$ cat src/rtl/datapath_sequencer_pkg.sv
// Shared definitions for the datapath sequencer: operation encodings,
// FSM state encoding, control-line bundle and the default counter width.
package datapath_sequencer_pkg;

    localparam int CNT_W_DEF = 16;

    typedef enum logic [1:0] {
        OP_LOAD_IN  = 2'b00,
        OP_LOAD_REG = 2'b01,
        OP_SUB_ONCE = 2'b10,
        OP_SUB_LOOP = 2'b11
    } op_e;

    typedef enum logic [2:0] {
        ST_IDLE  = 3'd0,
        ST_RDREG = 3'd1,
        ST_WRITE = 3'd2,
        ST_LOOP  = 3'd3,
        ST_DONE  = 3'd4
    } state_e;

    // First state entered after a command is accepted in IDLE.
    function automatic state_e first_state(input op_e op);
        state_e st;
        case (op)
            OP_LOAD_REG: st = ST_RDREG;
            OP_SUB_LOOP: st = ST_LOOP;
            OP_LOAD_IN:  st = ST_WRITE;
            OP_SUB_ONCE: st = ST_WRITE;
            default:     st = ST_WRITE;
        endcase
        return st;
    endfunction

endpackage

$ cat src/rtl/datapath_sequencer_if.sv
// Command/status and datapath control bundle between the instruction
// decoder/datapath (master) and the sequencer (slave).
// Optional abort support is enabled with the DATAPATH_SEQ_ABORT_EN macro.
interface datapath_sequencer_if #(
    parameter int CNT_W = datapath_sequencer_pkg::CNT_W_DEF
);
    logic             start;
    logic [1:0]       op;
    logic             sub_borrow;
    logic             busy;
    logic             done;
    logic             saturated;
    logic [CNT_W-1:0] iter_count;
    logic             CTRL1;
    logic             CTRL2;
    logic             CTRL6;
    logic             CTRL7;
`ifdef DATAPATH_SEQ_ABORT_EN
    logic             abort;
    logic             aborted;

    modport master (
        output start, op, sub_borrow, abort,
        input  busy, done, saturated, iter_count, aborted,
        input  CTRL1, CTRL2, CTRL6, CTRL7
    );

    modport slave (
        input  start, op, sub_borrow, abort,
        output busy, done, saturated, iter_count, aborted,
        output CTRL1, CTRL2, CTRL6, CTRL7
    );
`else
    modport master (
        output start, op, sub_borrow,
        input  busy, done, saturated, iter_count,
        input  CTRL1, CTRL2, CTRL6, CTRL7
    );

    modport slave (
        input  start, op, sub_borrow,
        output busy, done, saturated, iter_count,
        output CTRL1, CTRL2, CTRL6, CTRL7
    );
`endif
endinterface

$ cat src/rtl/datapath_seq_counter.sv
// Iteration counter: synchronous clear, load-one, saturating increment,
// and a flag that is high while the count equals MAX_ITER.
module datapath_seq_counter #(
    parameter int               CNT_W    = 16,
    parameter logic [CNT_W-1:0] MAX_ITER = CNT_W'(16'hFFFF)
) (
    input  logic             clk_i,
    input  logic             rst_n_i,
    input  logic             clr_i,
    input  logic             load_one_i,
    input  logic             inc_i,
    output logic [CNT_W-1:0] count_o,
    output logic             at_max_o
);

    logic [CNT_W-1:0] count_q;
    logic [CNT_W-1:0] count_d;
    logic             at_max_s;

    assign at_max_s = (count_q == MAX_ITER);

    // Next count: clear wins over load-one, which wins over increment.
    always_comb begin
        count_d = count_q;
        if (clr_i) begin
            count_d = '0;
        end else if (load_one_i) begin
            count_d = CNT_W'(1'b1);
        end else if (inc_i && !at_max_s) begin
            count_d = count_q + CNT_W'(1'b1);
        end else begin
            count_d = count_q;
        end
    end

    // Count register with synchronous active-low reset.
    always_ff @(posedge clk_i) begin
        if (!rst_n_i) begin
            count_q <= '0;
        end else begin
            count_q <= count_d;
        end
    end

    assign count_o  = count_q;
    assign at_max_o = at_max_s;

endmodule

$ cat src/rtl/datapath_sequencer.sv
// Datapath sequencer: accepts one command per handshake and drives the
// CTRL1/CTRL2/CTRL6/CTRL7 lines of the a0 datapath, including a
// repeated-subtract loop that stops on borrow or at MAX_ITER writes.
// Optional feature macro: DATAPATH_SEQ_ABORT_EN (abort input / aborted flag).
module datapath_sequencer
    import datapath_sequencer_pkg::*;
#(
    parameter int               CNT_W    = CNT_W_DEF,
    parameter logic [CNT_W-1:0] MAX_ITER = CNT_W'(16'hFFFF)
) (
    input  logic                  CLK,
    input  logic                  RST_N,
    datapath_sequencer_if.slave   bus
);

    state_e state_q, state_d;
    op_e    op_q, op_d;
    logic   sat_q, sat_d;

    logic   busy_s, done_s;
    logic   ctrl1_s, ctrl2_s, ctrl6_s, ctrl7_s;
    logic   cnt_clr_s, cnt_one_s, cnt_inc_s;
    logic   at_max_s;
    logic   abort_s;
    logic [CNT_W-1:0] count_s;

`ifdef DATAPATH_SEQ_ABORT_EN
    logic   aborted_q, aborted_d;
    assign abort_s     = bus.abort;
    assign bus.aborted = aborted_q;
`else
    assign abort_s = 1'b0;
`endif

    datapath_seq_counter #(
        .CNT_W    (CNT_W),
        .MAX_ITER (MAX_ITER)
    ) u_counter (
        .clk_i      (CLK),
        .rst_n_i    (RST_N),
        .clr_i      (cnt_clr_s),
        .load_one_i (cnt_one_s),
        .inc_i      (cnt_inc_s),
        .count_o    (count_s),
        .at_max_o   (at_max_s)
    );

    // Next-state, counter control and Moore-style datapath controls.
    // Only CTRL7 in LOOP looks at the live borrow (and abort) input.
    always_comb begin
        state_d   = state_q;
        op_d      = op_q;
        sat_d     = sat_q;
        busy_s    = 1'b1;
        done_s    = 1'b0;
        ctrl1_s   = 1'b0;
        ctrl2_s   = 1'b0;
        ctrl6_s   = 1'b0;
        ctrl7_s   = 1'b0;
        cnt_clr_s = 1'b0;
        cnt_one_s = 1'b0;
        cnt_inc_s = 1'b0;
`ifdef DATAPATH_SEQ_ABORT_EN
        aborted_d = aborted_q;
`endif
        case (state_q)
            ST_IDLE: begin
                busy_s = 1'b0;
                if (bus.start) begin
                    op_d      = op_e'(bus.op);
                    sat_d     = 1'b0;
                    cnt_clr_s = 1'b1;
                    state_d   = first_state(op_e'(bus.op));
`ifdef DATAPATH_SEQ_ABORT_EN
                    aborted_d = 1'b0;
`endif
                end else begin
                    state_d = ST_IDLE;
                end
            end
            ST_RDREG: begin
                ctrl1_s = 1'b1;
                ctrl6_s = 1'b1;
                state_d = ST_WRITE;
            end
            ST_WRITE: begin
                ctrl7_s   = 1'b1;
                ctrl1_s   = (op_q == OP_LOAD_REG);
                ctrl2_s   = (op_q == OP_SUB_ONCE);
                cnt_one_s = 1'b1;
                state_d   = ST_DONE;
            end
            ST_LOOP: begin
                ctrl2_s = 1'b1;
                if (bus.sub_borrow || at_max_s || abort_s) begin
                    // Exit cycle performs no write.
                    sat_d   = at_max_s;
                    state_d = ST_DONE;
`ifdef DATAPATH_SEQ_ABORT_EN
                    aborted_d = abort_s;
`endif
                end else begin
                    ctrl7_s   = 1'b1;
                    cnt_inc_s = 1'b1;
                    state_d   = ST_LOOP;
                end
            end
            ST_DONE: begin
                done_s  = 1'b1;
                state_d = ST_IDLE;
            end
            default: begin
                busy_s  = 1'b0;
                state_d = ST_IDLE;
            end
        endcase
    end

    // State, latched op and status flags; reset aborts any operation.
    always_ff @(posedge CLK) begin
        if (!RST_N) begin
            state_q   <= ST_IDLE;
            op_q      <= OP_LOAD_IN;
            sat_q     <= 1'b0;
`ifdef DATAPATH_SEQ_ABORT_EN
            aborted_q <= 1'b0;
`endif
        end else begin
            state_q   <= state_d;
            op_q      <= op_d;
            sat_q     <= sat_d;
`ifdef DATAPATH_SEQ_ABORT_EN
            aborted_q <= aborted_d;
`endif
        end
    end

    assign bus.busy       = busy_s;
    assign bus.done       = done_s;
    assign bus.saturated  = sat_q;
    assign bus.iter_count = count_s;
    assign bus.CTRL1      = ctrl1_s;
    assign bus.CTRL2      = ctrl2_s;
    assign bus.CTRL6      = ctrl6_s;
    assign bus.CTRL7      = ctrl7_s;

endmodule

$ cat src/flat_wrapper.sv
// flat-port wrapper written by rule: the top's interface ports become plain ports
module datapath_sequencer_flat import datapath_sequencer_pkg::*;
#(
    parameter int               CNT_W    = CNT_W_DEF,
    parameter logic [CNT_W-1:0] MAX_ITER = CNT_W'(16'hFFFF)
)
  (CLK, RST_N, bus_start, bus_op, bus_sub_borrow, bus_busy, bus_done, bus_saturated, bus_iter_count, bus_CTRL1, bus_CTRL2, bus_CTRL6, bus_CTRL7);
  datapath_sequencer_if #(.CNT_W(CNT_W)) bus_i ();
  input  logic CLK;
  input  logic RST_N;
  input wire logic [$bits(bus_i.start)-1:0] bus_start;
  input wire logic [$bits(bus_i.op)-1:0] bus_op;
  input wire logic [$bits(bus_i.sub_borrow)-1:0] bus_sub_borrow;
  output wire logic [$bits(bus_i.busy)-1:0] bus_busy;
  output wire logic [$bits(bus_i.done)-1:0] bus_done;
  output wire logic [$bits(bus_i.saturated)-1:0] bus_saturated;
  output wire logic [$bits(bus_i.iter_count)-1:0] bus_iter_count;
  output wire logic [$bits(bus_i.CTRL1)-1:0] bus_CTRL1;
  output wire logic [$bits(bus_i.CTRL2)-1:0] bus_CTRL2;
  output wire logic [$bits(bus_i.CTRL6)-1:0] bus_CTRL6;
  output wire logic [$bits(bus_i.CTRL7)-1:0] bus_CTRL7;
  assign bus_i.start = bus_start;
  assign bus_i.op = bus_op;
  assign bus_i.sub_borrow = bus_sub_borrow;
  assign bus_busy = bus_i.busy;
  assign bus_done = bus_i.done;
  assign bus_saturated = bus_i.saturated;
  assign bus_iter_count = bus_i.iter_count;
  assign bus_CTRL1 = bus_i.CTRL1;
  assign bus_CTRL2 = bus_i.CTRL2;
  assign bus_CTRL6 = bus_i.CTRL6;
  assign bus_CTRL7 = bus_i.CTRL7;
  datapath_sequencer #(.CNT_W(CNT_W), .MAX_ITER(MAX_ITER)) u_core (.CLK(CLK), .RST_N(RST_N), .bus(bus_i));
endmodule
$ cat config.mk
export PLATFORM = sky130hd
export DESIGN_NAME = datapath_sequencer_flat
export DESIGN_NICKNAME = d
export VERILOG_FILES = /design/src/rtl/datapath_sequencer_pkg.sv /design/src/rtl/datapath_sequencer_if.sv /design/src/rtl/datapath_seq_counter.sv /design/src/rtl/datapath_sequencer.sv /design/src/flat_wrapper.sv
export SDC_FILE = /design/constraint.sdc
export NUM_CORES = 1
export LEC_CHECK = 0
export CELL_PAD_IN_SITES_DETAIL_PLACEMENT = 0
export CELL_PAD_IN_SITES_GLOBAL_PLACEMENT = 1
export CORE_UTILIZATION = 32
export DETAILED_ROUTE_END_ITERATION = 12
export GPL_ROUTABILITY_DRIVEN = 1
export GPL_TIMING_DRIVEN = 0
export PLACE_DENSITY_LB_ADDON = 0.2
export SYNTH_ARGS = -nofsm -noshare
export SYNTH_HDL_FRONTEND = slang
export SYNTH_SLANG_ARGS = --single-unit
$ cat constraint.sdc
create_clock -name CLK -period 1.9 [get_ports CLK]
set_input_delay 0.38 -clock CLK [delete_from_list [all_inputs] [get_ports CLK]]
set_output_delay 0.38 -clock CLK [all_outputs]
set_load 0.005 [all_outputs]
Fig. 1: run 1, signal wires on met1
Bar = 20 um.
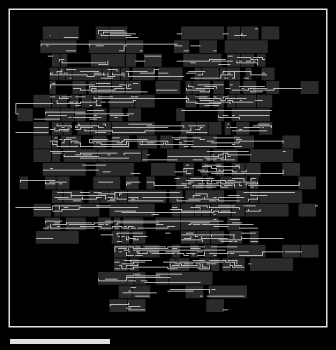
nets with wire on the layer	191
longest straight run	27.1 um
wire length on this layer	1610 um
main direction	horizontal

Fig. 2: run 1, signal wires on met2
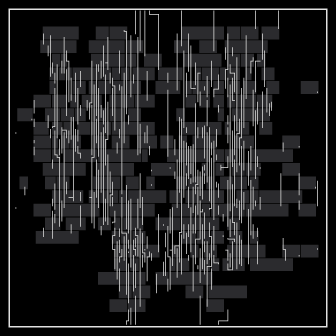
nets with wire on the layer	180
share of all routed wire	48%
main direction	vertical

Fig. 3: run 1, the metal 3 layer
Bar = 20 um.
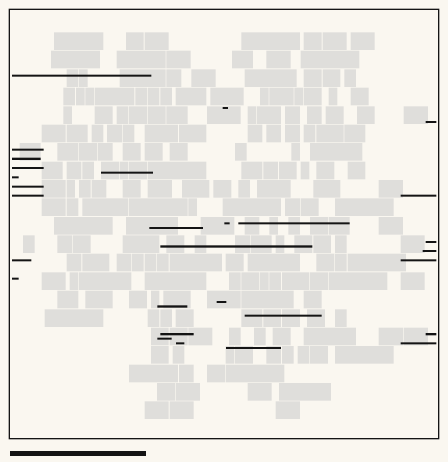
main direction	horizontal
nets with wire on the layer	26
longest straight run	22.1 um
wire length on this layer	151 um
share of all routed wire	4.3%

==> impl_metrics.env, run 1 <==
# physical design summary
export IMPL_hold_end="u_core.op_q[1]"
export IMPL_outcome="complete, but fails checks"
export IMPL_fin_nets=208
export IMPL_diodes=0
export IMPL_switching_share_pct=25.2
export IMPL_final_setup_worst_slack_ns=-0.108
export IMPL_pre_cts_ws_ns=-0.717
export IMPL_drc_errors=0
export IMPL_grt_antenna_before_repair=0
export IMPL_largest_area_cell="dfxtp_1"
export IMPL_hold_depth=2
export IMPL_p_leak_nw=0.703
export IMPL_r2r_cells=5
export IMPL_viasPerCell=5.52
export IMPL_synthToLayoutAreaGrowth_pct=64.2
export IMPL_cts_tree="yes"
export IMPL_failed_checks="setup timing"
export IMPL_port_buffers=28
export IMPL_finClkSkew_ns=0.00597
export IMPL_setup_viol=1
==> run 1: area by class of cell <==
cell class,instances,share of cell area (%)
inverter,6,1.28
timing repair buffer,53,23.7
multi-input combinational,110,42.5
clock buffer,4,2.81
sequential,22,25.0
buffer,5,1.72
tap,46,2.94
==> run 1: synth_stat cells <==
library cell	count
a2111oi_0	1
a21oi_1	18
a31o_2	1
and2_1	2
and3_1	2
and4_1	2
buf_2	1
clkbuf_1	5
clkbuf_2	1
dfxtp_1	22
ha_1	1
inv_1	6
mux2i_1	2
nand2_1	11
nand2b_1	6
nand3_1	9
nand3b_1	2
nand4_1	3
nand4_2	1
nand4b_1	1
nand4bb_1	1
nor2_1	4
nor2b_1	1
nor3_1	4
nor3b_1	2
nor4_1	3
nor4_2	1
nor4b_1	1
o21a_1	2
o21ai_0	2
o311a_1	1
o31ai_1	10
o41ai_1	1
or2_2	1
or3_1	1
or4_1	11
or4b_1	1
xnor2_1	1
==> run 1: critical path, cell delays in order (launching register included) <==
cell and delay [ns]:
dfxtp_4 0.38, nand4_1 0.14, or4_4 0.58, nand2_4 0.09
nand2b_1 0.05, buf_2 0.12
==> run 1: through the flow <==
| stage | hold slack [ns] | setup TNS (ns) |
|---|---|---|
| 2_1_floorplan | 0.436 | 0 |
| 3_3_place_gp | 0.448 | -11.22 |
| 3_5_place_dp | 0.460 | -11.15 |
| 4_1_cts | 0.472 | -0.197 |
| 5_1_grt | 0.485 | -0.243 |
| 6_report | 0.468 | -0.108 |
==> run 1: power groups by stage <==
stage | Combinational [mW] | Clock (mW) | Sequential (mW)
detailed placement | 0.110 | 0 | 0.488
CTS | 0.146 | 0.358 | 0.471
floorplan | 0.0602 | 0 | 0.486
global placement | 0.110 | 0 | 0.488
finish | 0.155 | 0.345 | 0.469
global route | 0.168 | 0.380 | 0.470
==> run 1: kinds of logic after synthesis <==
| logic type | Yosys count | share of synthesized area [%] |
|---|---|---|
| mux | 2 | 1.68 |
| buf+inv | 13 | 4.30 |
| flops | 22 | 36.9 |
| fa+ha+maj | 1 | 1.05 |
| xor+xnor | 1 | 0.734 |
| simple gates | 70 | 36.4 |
| compound gates | 36 | 19.0 |
==> run 1: metal layers <==
layer,track usage [%],share of wire (%),vias to the layer above
met5,0,0,-
met4,8.14,1.5,0
met3,3.44,4.3,5
met2,30.9,48,40
met1,22.6,46,648
li1,-,-,665
==> run 1: how the worst max path moves through the flow <==
stage                                       from                            to  slack [ns]  cells after the start
floorplan            u_core.u_counter.count_o[4]  u_core.u_counter.count_o[13]        0.03                      5
global placement                       bus_start   u_core.u_counter.count_o[2]       -0.71                      5
detailed placement                     bus_start   u_core.u_counter.count_o[2]       -0.72                      5
CTS                 u_core.u_counter.count_o[12]                     bus_CTRL7       -0.12                      5
global route         u_core.u_counter.count_o[9]                     bus_CTRL7       -0.18                      5
finish               u_core.u_counter.count_o[9]                     bus_CTRL7       -0.11                      5
==> run 1: state kept, by name, indices dropped and copies added (netlist names) <==
| register | flops |
|---|---|
| u_core.bus.saturated | 1 |
| u_core.state_q | 3 |
| u_core.op_q | 2 |
| u_core.u_counter.count_o | 16 |
## Run 2: what changed since run 1
Settings changed: PLACE_DENSITY from default to 0.79, PLACE_DENSITY_LB_ADDON 0.2 to default.
Fig. 4: run 2, signal wires on met1
Bar = 20 um.
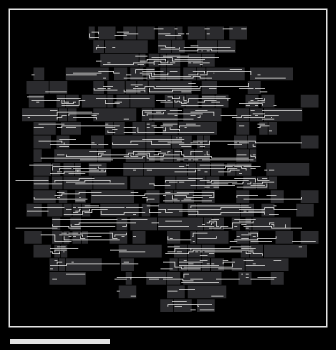
share of all routed wire	43%
nets with wire on the layer	192
longest straight run	25.3 um
wire length on this layer	1630 um

==> run 2 against run 1 <==
The run still ends with setup timing left. Clock skew shrank 0.0017 ns. Final cell count grew 2.8%. Count of clock-buffer cells in the layout unchanged. Critical path depth stayed put. Global-route usage increased by 0.33 points. Via count rose by 3.4%. Synthesized cell count did not move.
==> impl_metrics.env, run 2 <==
# physical design summary
export IMPL_outcome="complete, but fails checks"
export IMPL_failed_checks="setup timing"
export IMPL_final_setup_worst_slack_ns=-0.0984
export IMPL_synthToLayoutAreaGrowth_pct=69.5
export IMPL_fin_nets=215
export IMPL_post_synth_top_count_cell="dfxtp_1"
export IMPL_placement_cell_area_um2=1530
export IMPL_edf_count=0
export IMPL_setup_viol=1
export IMPL_synth_cell_types=38
export IMPL_htreeDepth=1
export IMPL_largest_area_cell="dfxtp_1"
export IMPL_p_leak_nw=0.767
export IMPL_slowest_delay_ns=0.59
export IMPL_async_reset_ff_share_pct=0
export IMPL_fin_util_pct=58.8
export IMPL_finClkSkew_ns=0.00426
export IMPL_hp_class="reg2reg"
export IMPL_setup_tns_ns=-0.0984
export IMPL_drive_above_1_share_pct=38.6
export IMPL_slowest_stage="or4_4"
export IMPL_yosys_most_used_dff="dfxtp_1"
export IMPL_layout_top_cells="buf_4, clkdlybuf4s50_1, a21oi_1"
export IMPL_grt_antenna_before_repair=0
export IMPL_cts_tree="yes"
export IMPL_powerDensity_nw_per_um2=473
export IMPL_common_cells="dfxtp_1, a21oi_1, nand2_1, or4_1, o31ai_1"
export IMPL_port_buffers=28
export IMPL_diodes=0
export IMPL_viasPerCell=5.55
export IMPL_drc_errors=0
export IMPL_core_area_um2=3440
export IMPL_crit_path_max_fanout=4
export IMPL_grt_pass1_wl_mm=6.04
export IMPL_whs_ns=0.461
export IMPL_worstPathCellList="nand4_1 > or4_4 > nand2_4 > nand2b_1 > buf_2"
export IMPL_largest_reg_flops=16
Fig. 5: run 2, the metal 3 layer
Bar = 20 um.
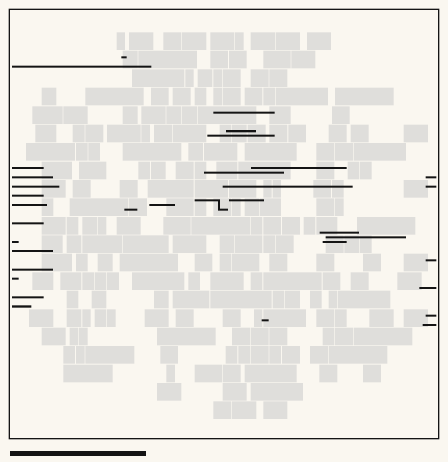
nets with wire on the layer	31
longest straight run	20.2 um
share of all routed wire	4.8%
main direction	horizontal
wire length on this layer	183 um
met3 usage: 2.72%
Vias: 1404
routed wire length: 3.82 mm

==> run 2: cell counts after synthesis <==
No cell type changed its count.
==> run 2: logic make-up after synthesis <==
family / share of synthesized area (%)
XOR/XNOR: 0.734
multiplexers: 1.68
adder cells (fa/ha/maj): 1.05
AND/OR/NAND/NOR: 36.4
flip-flops: 36.9
buffers and inverters: 4.30
AND-OR/OR-AND: 19.0
==> run 2: final cells by class <==
cell class	count	share of cell area, %
repair buffers	60	25.9
clock buffers	4	2.72
inverters	6	1.24
plain buffers	5	1.67
flip-flops and latches	22	24.4
well taps	46	2.84
multi-input cells	110	41.2
==> run 2: metrics by stage <==
stage          instances  setup WS (ns)
2_1_floorplan        145         0.0264
3_5_place_dp         219         -0.643
6_report             253        -0.0984
3_3_place_gp         219         -0.634
5_1_grt              253         -0.153
4_1_cts              233         -0.142
==> run 2: path summary, 6_finish.rpt <==
path,start,to,slack (ns),cells after the start
min reg2reg,u_core.op_q[1],u_core.op_q[1],0.46,2
min,u_core.op_q[1],u_core.op_q[1],0.46,2
max,u_core.u_counter.count_o[12],bus_CTRL7,-0.1,5
max reg2reg,u_core.u_counter.count_o[0],u_core.u_counter.count_o[15],0.02,5
==> run 2: routing by layer <==
metal / routed length (um) / track usage (%)
met5: 0 / 0
met4: 60 / 6.10
met3: 183 / 2.72
met2: 1950 / 32.5
met1: 1630 / 23.5
==> run 2: where the power goes <==
| part | leakage, nW | total (mW) | switching (mW) | internal, mW |
|---|---|---|---|---|
| clock | 0.0288 | 0.345 | 0.160 | 0.185 |
| combinational | 0.547 | 0.140 | 0.0653 | 0.0749 |
| sequential | 0.191 | 0.472 | 0.0162 | 0.456 |
==> run 2: timing repair <==
| action | CTS | global route |
|---|---|---|
| setup endpoints to repair | 24 | 18 |
| endpoints found under the hold margin | 0 | 0 |
| pin swaps | 10 | 9 |
| gates resized | 53 | 28 |
| setup buffers | 12 | 20 |
==> run 2: critical path: cells and delay by family, from the launching register on <==
kind	cells	cell delay, ns
DFF	1	0.37
buffers and inverters	1	0.12
and+or+nand+nor	4	0.86
Power figures rest on the tool's default switching activity, not on a simulated workload.
